==> images/detail.png <==
Scale bar: 5 um. Window x 31 to 51, y 33 to 53 um. Cells in gray, sequential cells in the stronger gray; small squares are vias.
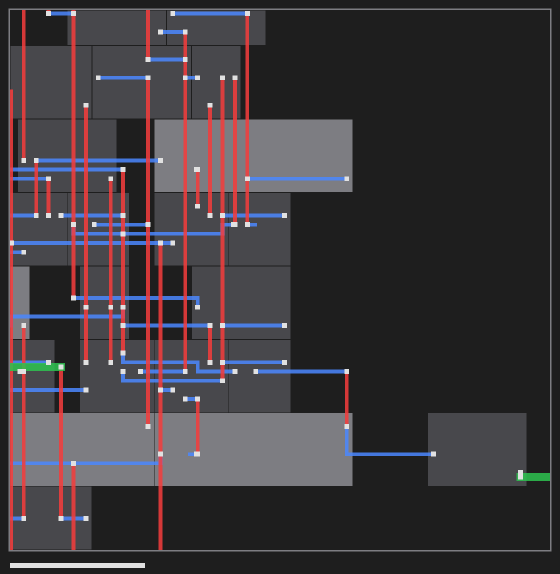
==> images/wires.png <==
Scale bar: 20 um. Two of the layers only.
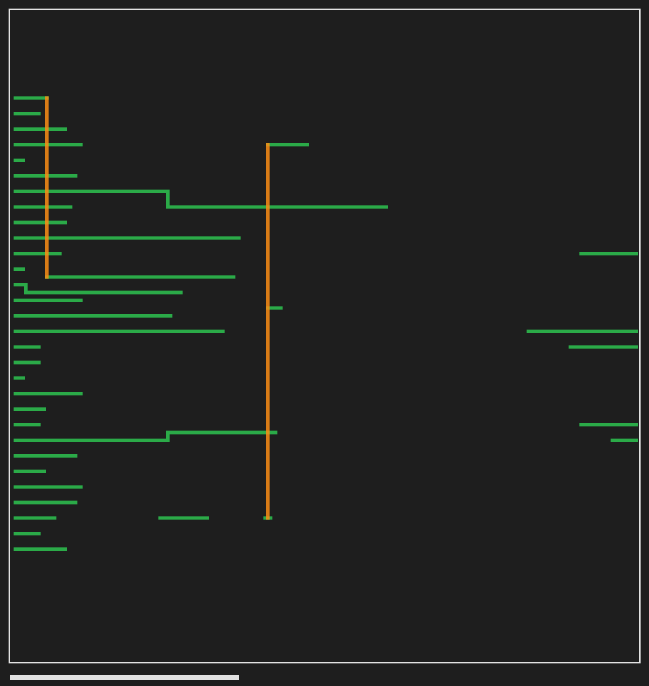
==> images/congestion.png <==
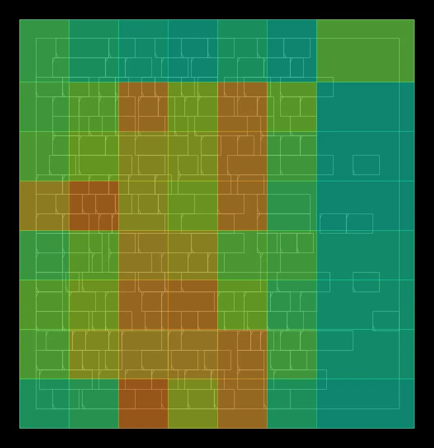
==> images/metal_density.png <==
11 x 11 tiles, from white (low) to dark blue (high), scaled to the fullest tile. Values are wire area over tile area, all layers added.
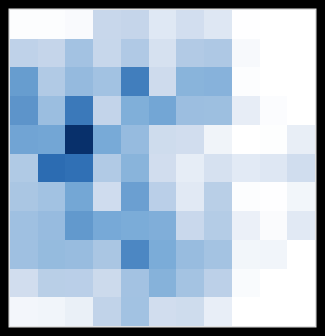
Design twenty_bit_bitwise_and_core, sky130hd; sources not shown.
==> COMMIT_EDITMSG <==
Log flow metrics for this revision

* Final setup TNS: 0 ns
- Per the layout area report, the register area comes to 440 um^2.
- Kind of critical path: reg2out
* Cell area after synthesis: 966 um^2
- The via count of the first global-routing pass was 974.
* FF+latch count: 22
- Counting flops with a built-in enable in the synthesized netlist gives 0.
- Placement Setup Slack: 0.0409 ns
- In this run, the synthesized area fraction spent on adder and majority cells is recorded as 0.
- Number of I/O pins: 65
* Post-synthesis simple-gate area fraction: 0.264
- By area the synthesized netlist is led by sky130_fd_sc_hd__dfxtp_1, sky130_fd_sc_hd__a21boi_0, sky130_fd_sc_hd__nand2b_1.
- The core region is 2620 um^2.
* Net count of the mapped netlist: 147
- Warning count from the yosys run: 0
- Reported clock group power: 0.000483 W
* Clock-pin slew on the worst setup and hold paths: 0.08 ns
- In this run the clock root is driven by a sky130_fd_sc_hd__clkbuf_8.
* Area growth syn-to-layout: 78.2%
- Per the final timing report, the hold violations number 0.
- Dominant combinational family: simple AND/OR/NAND/NOR gates
- Minimum setup slack in the final design: 0.0727 ns
* Largest net degree at the start of global routing: 20
- Share of the synthesized area in the top cell type: 0.456
* Critical path startpoint category: register
- Multi-input combinational cell count: 76
- Fraction of area in registers: 0.256
- Clock network fraction of design power: 0.385
* Wire length of the first global-routing pass: 4150 um
- Multi-input logic gates represent a cell area share of 0.291.
* Capturing element type of the critical path: output pin
* Horizontal die dimension: 55 um
* Length of routed met3 wiring: 260 um
- Note that the worst hold path type here is reg2reg.
- Design area: 1720 um^2
- Peak VDD IR: 425 uV
* Tally of non-filler cells in the final layout: 201
- Peak per-stage delay on the critical path: 0.63 ns
* Warning total across the stage logs: 26
* # H-tree levels: 1
- Die extent in y: 57 um
* Worst-case reg-to-reg path depth: 2
- Hold analysis shows the worst path with a depth of 2.
* Cell resize tally after clock tree synthesis: 0
- The design draws 0.00126 W.
- The clock net in this run drives a total of 22 sinks.
- Final Net Count: 214
- Sequential Power Share: 0.420
- Measured on the final layout, the clock distribution area share stands at 0.0414.
- Per report_power, the Sequential row totals 0.000528 W.
- In the finished layout, the clock tree contains a buffer count of 3.
- Cell group occupying the most layout area: buffers
- Family with the most delay on the worst path: buffers and inverters
- Per the synthesis report, the XOR/XNOR share of the synthesized area is 0.
- Clock tree buffer depth: 2
- Run status: finished clean
- Number of inserted diodes: 0
- Post-synthesis sequential area ratio: 0.456
* Wl on met1: 1040 um
* RD Place Congestion: 0.728
- Once iteration 0 of detailed routing completed, the report listed 17 DRC markers.
About detail.png:
color	layer
green	metal 3
red	metal 2
blue	metal 1
most frequent	clkdlybuf4s50_1 (6), nand2b_1 (4)
sequential cells in the window	3
cells with their middle in the window	19

About wires.png:
color	layer	wire length
green	metal 3	260 um
orange	metal 4	48.3 um
routed wirelength normalized by instance count: 13.0 um
overall global routing resource usage: 0.182

About congestion.png:
met3 usage: 0.0550
M1 GR Usage: 0.213
Final Core Density: 0.658
layer carrying the most global-route usage: met2
global-route track usage on met2: 0.298

About metal_density.png:
nearly empty tiles	18%
tiles over half the peak	12%
mean over tiles	0.14
densest ninth of the die	middle left
fullest tile	0.53
wire length after detailed routing: 2620 um
via count: 997

Power and IR drop assume default switching activity.
